==> run_1/met2.png <==
Drawn at 4 px/um. Cells faint in the background.
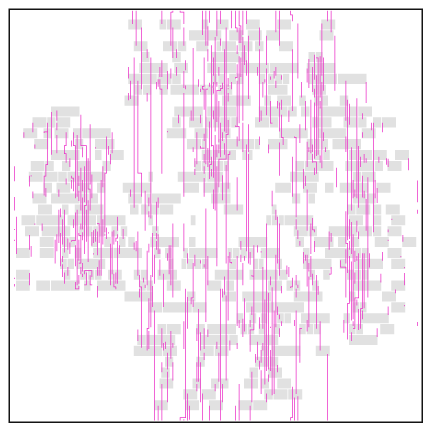
==> run_1/pins.png <==
Drawn at 4 px/um. Pins as bars across the die edge, other pins in gray.
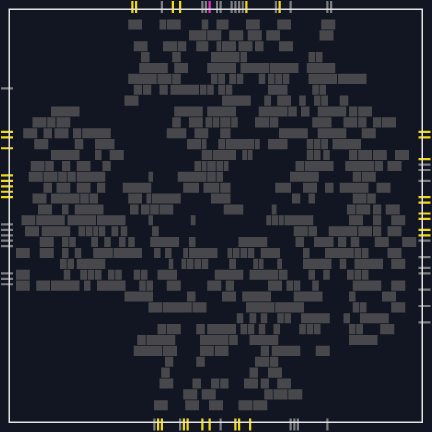
==> run_1/final_placement.png <==
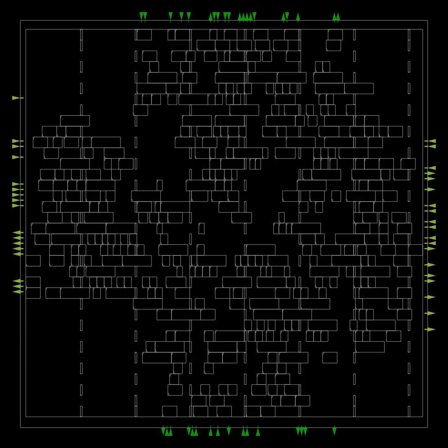
<file path="src/rtl/pipe_reg_chain_pkg.sv">
`default_nettype none
// ============================================================================
// Module : pipe_reg_pkg
// Brief  : Shared defaults and occupancy-width helper for pipe_reg_chain.
// Rev    : 1.0
// ============================================================================
package pipe_reg_pkg;

  localparam int c_default_width = 32;
  localparam int c_default_depth = 2;

  // DEPTH+1 distinct counts (0..DEPTH) need this many bits.
  function automatic int occ_width(input int depth);
    return $clog2(depth + 1);
  endfunction

endpackage
`default_nettype wire

</file>
<file path="src/rtl/pipe_reg_chain_if.sv">
`default_nettype none
// ============================================================================
// Module : pipe_reg_chain_if
// Brief  : Valid/ready payload bus between a producer/consumer and the chain.
// Rev    : 1.0
// ============================================================================
interface pipe_reg_chain_if
  import pipe_reg_pkg::*;
#(
  parameter int WIDTH = c_default_width
);
  logic             in_valid;
  logic             in_ready;
  logic [WIDTH-1:0] d;
  logic             out_valid;
  logic             out_ready;
  logic [WIDTH-1:0] q;

  modport master (
    output in_valid, d, out_ready,
    input  in_ready, out_valid, q
  );

  modport slave (
    input  in_valid, d, out_ready,
    output in_ready, out_valid, q
  );
endinterface
`default_nettype wire

</file>
<file path="src/rtl/pipe_reg_chain_stage.sv">
`default_nettype none
// ============================================================================
// Module : pipe_reg_stage
// Brief  : One pipeline slot: valid bit plus payload with load/hold/clear.
// Rev    : 1.0
// ============================================================================
module pipe_reg_stage
  import pipe_reg_pkg::*;
#(
  parameter int WIDTH = c_default_width
) (
  input  logic             clk,
  input  logic             rst,
  input  logic             i_clear,
  input  logic             i_load,
  input  logic             i_valid,
  input  logic [WIDTH-1:0] i_data,
  output logic             o_valid,
  output logic [WIDTH-1:0] o_data
);
  logic             r_valid;
  logic [WIDTH-1:0] r_data;

  // Clear only drops the valid bit; stale data stays visible on the output.
  always_ff @(posedge clk) begin
    if (rst) begin
      r_valid <= 1'b0;
      r_data  <= '0;
    end else if (i_clear) begin
      r_valid <= 1'b0;
    end else if (i_load) begin
      r_valid <= i_valid;
      r_data  <= i_data;
    end
  end

  assign o_valid = r_valid;
  assign o_data  = r_data;
endmodule
`default_nettype wire

</file>
<file path="src/rtl/pipe_reg_chain.sv">
`default_nettype none
// ============================================================================
// Module : pipe_reg_chain
// Brief  : DEPTH-stage valid/ready register chain with bubble collapsing.
//          Define PIPE_REG_CHAIN_OCC_EN to add the occupancy output.
// Rev    : 1.0
// ============================================================================
module pipe_reg_chain
  import pipe_reg_pkg::*;
#(
  parameter int WIDTH = c_default_width,
  parameter int DEPTH = c_default_depth
) (
  input  logic clk,
  input  logic reset,
  input  logic enable,
  input  logic flush,
  pipe_reg_chain_if.slave bus
`ifdef PIPE_REG_CHAIN_OCC_EN
  ,
  output logic [occ_width(DEPTH)-1:0] occupancy
`endif
);
  logic [DEPTH-1:0] w_valid;
  logic [DEPTH-1:0] w_rdy;
  logic [WIDTH-1:0] w_data [DEPTH];
  logic             w_adv;
  logic             w_in_ready;

  assign w_adv      = enable & ~flush;
  assign w_in_ready = w_rdy[0] & w_adv & ~reset;

  assign bus.in_ready  = w_in_ready;
  // Reset also masks the output so no transfer is seen while in-flight data is discarded.
  assign bus.out_valid = w_valid[DEPTH-1] & w_adv & ~reset;
  assign bus.q         = w_data[DEPTH-1];

  generate
    for (genvar i = 0; i < DEPTH; i++) begin : g_stage
      logic             w_vin;
      logic [WIDTH-1:0] w_din;

      // A stage can take data unless it and every stage downstream are full and stalled.
      assign w_rdy[i] = ~(&w_valid[DEPTH-1:i]) | bus.out_ready;

      if (i == 0) begin : g_head
        assign w_vin = bus.in_valid & w_in_ready;
        assign w_din = bus.d;
      end else begin : g_body
        assign w_vin = w_valid[i-1];
        assign w_din = w_data[i-1];
      end

      pipe_reg_stage #(
        .WIDTH (WIDTH)
      ) u_stage (
        .clk     (clk),
        .rst     (reset),
        .i_clear (flush),
        .i_load  (w_adv & w_rdy[i]),
        .i_valid (w_vin),
        .i_data  (w_din),
        .o_valid (w_valid[i]),
        .o_data  (w_data[i])
      );
    end
  endgenerate

`ifdef PIPE_REG_CHAIN_OCC_EN
  localparam int c_occ_w = occ_width(DEPTH);
  logic [c_occ_w-1:0] w_occ;

  always_comb begin
    w_occ = '0;
    for (int i = 0; i < DEPTH; i++) begin
      w_occ = w_occ + c_occ_w'(w_valid[i]);
    end
  end

  assign occupancy = w_occ;
`endif
endmodule
`default_nettype wire

</file>
<file path="src/flat_wrapper.sv">
// flat-port wrapper written by rule: the top's interface ports become plain ports
module pipe_reg_chain_flat import pipe_reg_pkg::*;
#(
  parameter int WIDTH = c_default_width,
  parameter int DEPTH = c_default_depth
)
  (clk, reset, enable, flush, bus_in_valid, bus_d, bus_out_ready, bus_in_ready, bus_out_valid, bus_q);
  pipe_reg_chain_if #(.WIDTH(WIDTH)) bus_i ();
  input  logic clk;
  input  logic reset;
  input  logic enable;
  input  logic flush;
  input wire logic [$bits(bus_i.in_valid)-1:0] bus_in_valid;
  input wire logic [$bits(bus_i.d)-1:0] bus_d;
  input wire logic [$bits(bus_i.out_ready)-1:0] bus_out_ready;
  output wire logic [$bits(bus_i.in_ready)-1:0] bus_in_ready;
  output wire logic [$bits(bus_i.out_valid)-1:0] bus_out_valid;
  output wire logic [$bits(bus_i.q)-1:0] bus_q;
  assign bus_i.in_valid = bus_in_valid;
  assign bus_i.d = bus_d;
  assign bus_i.out_ready = bus_out_ready;
  assign bus_in_ready = bus_i.in_ready;
  assign bus_out_valid = bus_i.out_valid;
  assign bus_q = bus_i.q;
  pipe_reg_chain #(.WIDTH(WIDTH), .DEPTH(DEPTH)) u_core (.clk(clk), .reset(reset), .enable(enable), .flush(flush), .bus(bus_i));
endmodule
</file>
<file path="config.mk">
export PLATFORM = sky130hd
export DESIGN_NAME = pipe_reg_chain_flat
export DESIGN_NICKNAME = d
export VERILOG_FILES = /design/src/rtl/pipe_reg_chain_pkg.sv /design/src/rtl/pipe_reg_chain_if.sv /design/src/rtl/pipe_reg_chain_stage.sv /design/src/rtl/pipe_reg_chain.sv /design/src/flat_wrapper.sv
export SDC_FILE = /design/constraint.sdc
export NUM_CORES = 1
export LEC_CHECK = 0
export CORE_UTILIZATION = 27
export DETAILED_ROUTE_END_ITERATION = 8
export GPL_TIMING_DRIVEN = 0
export SLEW_MARGIN = 20
export SYNTH_ARGS = -nofsm -noshare
export SYNTH_HDL_FRONTEND = slang
export SYNTH_SLANG_ARGS = --single-unit
</file>
<file path="constraint.sdc">
create_clock -name clk -period 2.91 [get_ports clk]
set_input_delay 0.873 -clock clk [delete_from_list [all_inputs] [get_ports clk]]
set_output_delay 0.873 -clock clk [all_outputs]
set_load 0.01 [all_outputs]
</file>
==> out/metrics.yaml, run 1 <==
outcome:
  status: "complete, no violations"
critical_path:
  r2r_cells: 5
  crit_fanout: 7
  reg2reg_slack_ns: 1.48
  cp.arrival_ns: 1.81
  crit_start: "flush"
  path_cells: "dlygate4sd2_1 > nand2b_4 > a21oi_4 > nor2b_1 > buf_2"
  worstSetupEndpointType: "output port"
  endpoint: "bus_in_ready"
  worst-path-stages: 5
  rr_startpoint: "u_core.g_stage[1].u_stage.o_valid$_SDFFE_PP0P_"
  critPathKind: "input port to output port"
  cp_slowest_stage_delay_ns: 0.31
  critPathTopFamily: "buffers and inverters"
  critPathBufInv: 2
  crit_path_start_kind: "input port"
  cp.required_ns: 2.04
  reg2reg_to: "u_core.g_stage[1].u_stage.o_data[5]$_SDFFE_PP0P_"
  slowest_stage: "dlygate4sd2_1"
routing:
  drtIter0Drc: 93
  ant_nets: 0
  routedWlPerCell_um: 13.2
  drc: 0
  drtPass1Iterations: 4
  top_layer_used: "met4"
  wl_met3_um: 369
  viasPerCell: 4.54
  wl_met1_mm: 3.08
  dr_wl_met2_mm: 3.28
synthesis:
  ys_types: 18
  ys.flops: 66
  area_leaders: "dfxtp_1, nand2b_1, mux2i_1"
  synth.top_cell.area_share: 0.481
  syn_area_um2: 2750
  avgSynthCellArea_um2: 9.19
  edf_count: 0
  ys_seq_frac: 0.481
  top_cell: "dfxtp_1"
  yosys_warnings: 0
  syn_nets: 337
  ys_area_um2: 2750
  yosys.area.top_type: "dfxtp_1"
  synth.yosys.num_cells: 299
  ff_type: "dfxtp_1"
  syn_inst: 299
  postSynth.asyncResetShare: 0
  common_cells: "dfxtp_1, nand2b_1, o21ai_0"
final_layout:
  layout_top_cells: "dfxtp_1, nand2b_1, clkdlybuf4s50_1, o21ai_0"
  num_antenna_cells: 0
  finish.instance_area_um2: 3780
  syn_to_final_growth_pct: 37.4
  lay_top_count: "dfxtp_1"
  fin_cells: 516
  area.sequential_um2: 1320
  final_layout_size_suffix_gt1_frac: 0.0731
  multiInputGateArea_um2: 1310
  largest_reg_flops: 64
  nets: 420
  final_core_util: 0.385
global_route:
  grt.overflow.total: 0
  grtUsageTotal: 0.137
  grt_util_met3: 0.0380
  grt_first_pass_wirelength_mm: 11.0
  grt_max_degree: 11
  top_usage_layer: "met2"
  grt_pass1_vias: 2273
  grt_antenna_before_repair: 0
  met1_usage: 0.167
sta:
  setup_violations: 0
  maxSlewViolCount: 0
  slew_headroom: 0.685
  rsz0062_at_grt: "false"
  hold_viol_final: 0
  worst_pin_slew_ns: 0.473
  finClkSkew_ns: 0.00280
  fin_setup_tns_ns: 0
  fmax_mhz: 373
  timing.hold.ws_ns: 0.466
  worst_slack_ns: 0.227
  period_minus_slack_ns: 2.68
  fin_crit_sh: 0.922
worst_hold_path:
  min_from: "u_core.g_stage[0].u_stage.o_data[16]$_SDFFE_PP0P_"
  hold-path-cell-count: 2
  min_to: "u_core.g_stage[1].u_stage.o_data[16]$_SDFFE_PP0P_"
  hold_path.class: "register to register"
clock_tree:
  cts_tree: "built"
  clockBufferDepth: 2
  root_buffer: "clkbuf_8"
  cts_resized: 10
  clk_latency_ns: 0.33
  clk_pin_slew_ns: 0.06
  clock-sinks: 66
  cts_max_level: 3
  numCtsBuffers: 9
  hold_buffers: 0
  post_cts.repair.setup_buffers: 2
placement:
  post_dp_cell_area_um2: 3620
  globalplace.congestion: 0.833
  preCtsSetupSlack_ns: -0.675
  dp.cells: 502
  dp_hpwl_mm: 4.85
floorplanning:
  initCoreUtil: 0.280
  die_area_um2: 10600
  ios: 72
power:
  p_total_w: 0.00177
  ir_worst_vdd_mv: 0.188
  power.density_nw_per_um2: 468
  leakagePower_nw: 1.31
job:
  drv_cap: 0
  warning_count: 26
-- met2.png (at the start) --
nets with wire on the layer = 351
wire length on this layer = 3280 um
vias: 2343
Routed Wire Length: 6.82 mm
met2 usage: 0.232

-- pins.png (at the start) --
yellow -> bus_d  # pins 32, direction input, edge 9 bottom, 9 right, 8 left, 6 top
magenta -> enable  # pins 1, direction input, edge top
all pins by edge = 20 top, 19 right, 17 left, 16 bottom
Die W: 103 um
count of input and output buffers: 70
Die Y: 103 um

-- final_placement.png (at the start) --
Core Region: 9820 um^2
number of fill cells in the layout: 1038
FP Rows: 36
register share of the cell area: 0.350

## run 1: where the power goes
group | internal (W) | total (W) | switching (W)
logic | 0.000110 | 0.000196 | 0.0000861
clock network | 0.000312 | 0.000620 | 0.000308
registers | 0.000935 | 0.000953 | 0.0000178
total | 0.00136 | 0.00177 | 0.000412
## run 1: cell type report
type,count,area share
clock inverters,1,0.00132
flip-flops and latches,66,0.350
repair buffers,72,0.187
well taps,133,0.0441
clock buffers,11,0.0374
multi-input cells,206,0.346
plain buffers,27,0.0348
## run 1: cell families after synthesis
group / Yosys count / share of synthesized area
DFF: 66 / 0.481
and+or+nand+nor: 106 / 0.225
muxes: 32 / 0.117
AOI/OAI and AO/OA: 68 / 0.130
buffers and inverters: 27 / 0.0478
==> run_1/metal_stack.png <==
Drawn at 4 px/um. Two of the layers only.
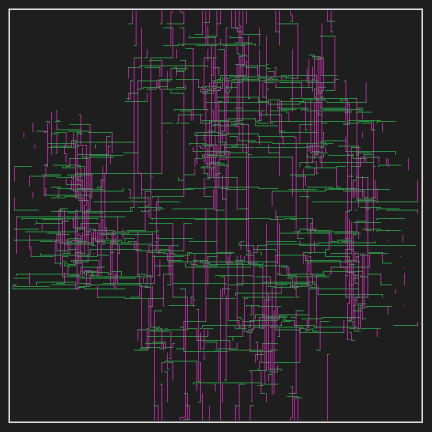

==> run 2: changes to the inputs <==
Settings changed: SETUP_SLACK_MARGIN from default to 0.5.
==> run_2/metal_stack.png <==
Drawn at 4 px/um. Two of the layers only.
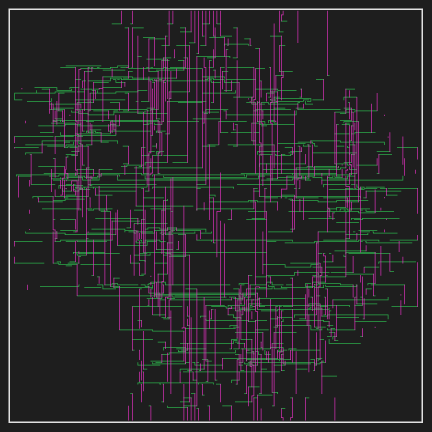
green -> met1  # wire length 3330 um
magenta -> met2  # wire length 3240 um
Wirelength per Cell: 13.5 um
GRT Resource Usage Total: 0.145
Routed Wire Length: 7.09 mm
vias: 2361

==> run 2 against run 1 <==
Sequential power about the same; via count grew 0.77%; setup slack better by 0.28 ns; first-iteration DRC count grew 1.1%; critical path depth stayed put; synthesized area unchanged; critical endpoint unchanged; largest cell class unchanged.
==> out/metrics.yaml, run 2 <==
outcome:
  status: "complete, no violations"
critical_path:
  slowest_stage: "and2b_4"
  cp_slowest_stage_delay_ns: 0.19
  crit_start: "bus_out_ready"
  crit_path_start_kind: "input port"
  cp.required_ns: 2.04
  crit_fanout: 2
floorplanning:
  die_h_um: 103
  taps: 133
  coreArea_um2: 9820
  die_area_um2: 10600
  rows: 36
  initCoreUtil: 0.280
global_route:
  grt.overflow.total: 0
  grt_max_degree: 12
  grt_antenna_before_repair: 0
  grt_pass1_vias: 2369
final_layout:
  layout_top_cells: "dfxtp_1, nand2b_1, clkdlybuf4s50_1, o21ai_0"
  num_antenna_cells: 0
  inverters: 0
  multi_input_comb_cells: 206
  seqAreaFraction: 0.336
  area_share_nonclk_buffers: 0.226
  final_core_util: 0.401
  syn_to_final_growth_pct: 43.2
  finish.instance_area_um2: 3940
  num-nonclk-buffers: 104
  largest_reg_flops: 64
  dominant_cells: "flip-flops and latches"
  seq_cells: 66
clock_tree:
  clockBufferDepth: 2
  clock-sinks: 66
  cts_tree: "built"
  cts_resized: 31
  clk_latency_ns: 0.34
  numCtsBuffers: 9
  hold_buffers: 0
synthesis:
  common_cells: "dfxtp_1, nand2b_1, o21ai_0"
  synth.top_cell.area_share: 0.481
  synth.yosys.num_cells: 299
  syn_nets: 337
  ys_types: 18
  xor_share: 0
  syn_area_um2: 2750
  ys_sh_simple: 0.225
  edf_count: 0
  syn_inst: 299
  synthAdderAreaFrac: 0
  avgSynthCellArea_um2: 9.19
  synth.logic.top_family: "simple AND/OR/NAND/NOR gates"
  postSynth.asyncResetShare: 0
placement:
  dp.cells: 502
  preCtsSetupSlack_ns: -0.681
  io_buffers: 70
  globalplace.congestion: 0.772
routing:
  wl_met3_um: 408
  ant_nets: 0
  dr_wl_met2_mm: 3.24
  viasPerCell: 4.50
sta:
  timing.hold.ws_ns: 0.460
  fin_crit_sh: 0.826
  slew_headroom: 0.683
  period_minus_slack_ns: 2.40
  worst_pin_slew_ns: 0.476
  rsz0062_at_grt: "true"
  fin_setup_tns_ns: 0
  finClkSkew_ns: 0.0127
  worst_slack_ns: 0.507
power:
  power.density_nw_per_um2: 523
  p_total_w: 0.00206
job:
  warning_count: 28
## run 2: final timing paths
check / slack (ns) / to / cells after the start
max: 0.51 / bus_in_ready / 5
min: 0.46 / u_core.g_stage[1].u_stage.o_data[11]$_SDFFE_PP0P_ / 2
max reg2reg: 1.48 / u_core.g_stage[1].u_stage.o_data[5]$_SDFFE_PP0P_ / 5
min reg2reg: 0.46 / u_core.g_stage[1].u_stage.o_data[11]$_SDFFE_PP0P_ / 2
## run 2: cell families after synthesis
logic type	Yosys count
AND/OR/NAND/NOR	106
AND-OR/OR-AND	68
flip-flops	66
multiplexers	32
buffers and inverters	27
## run 2: report_power, final
group          internal, W  switching (W)
Combinational     0.000119      0.0000890
Sequential        0.000934      0.0000175
Clock             0.000551       0.000346
Total              0.00160       0.000453
Power and IR drop assume default switching activity.
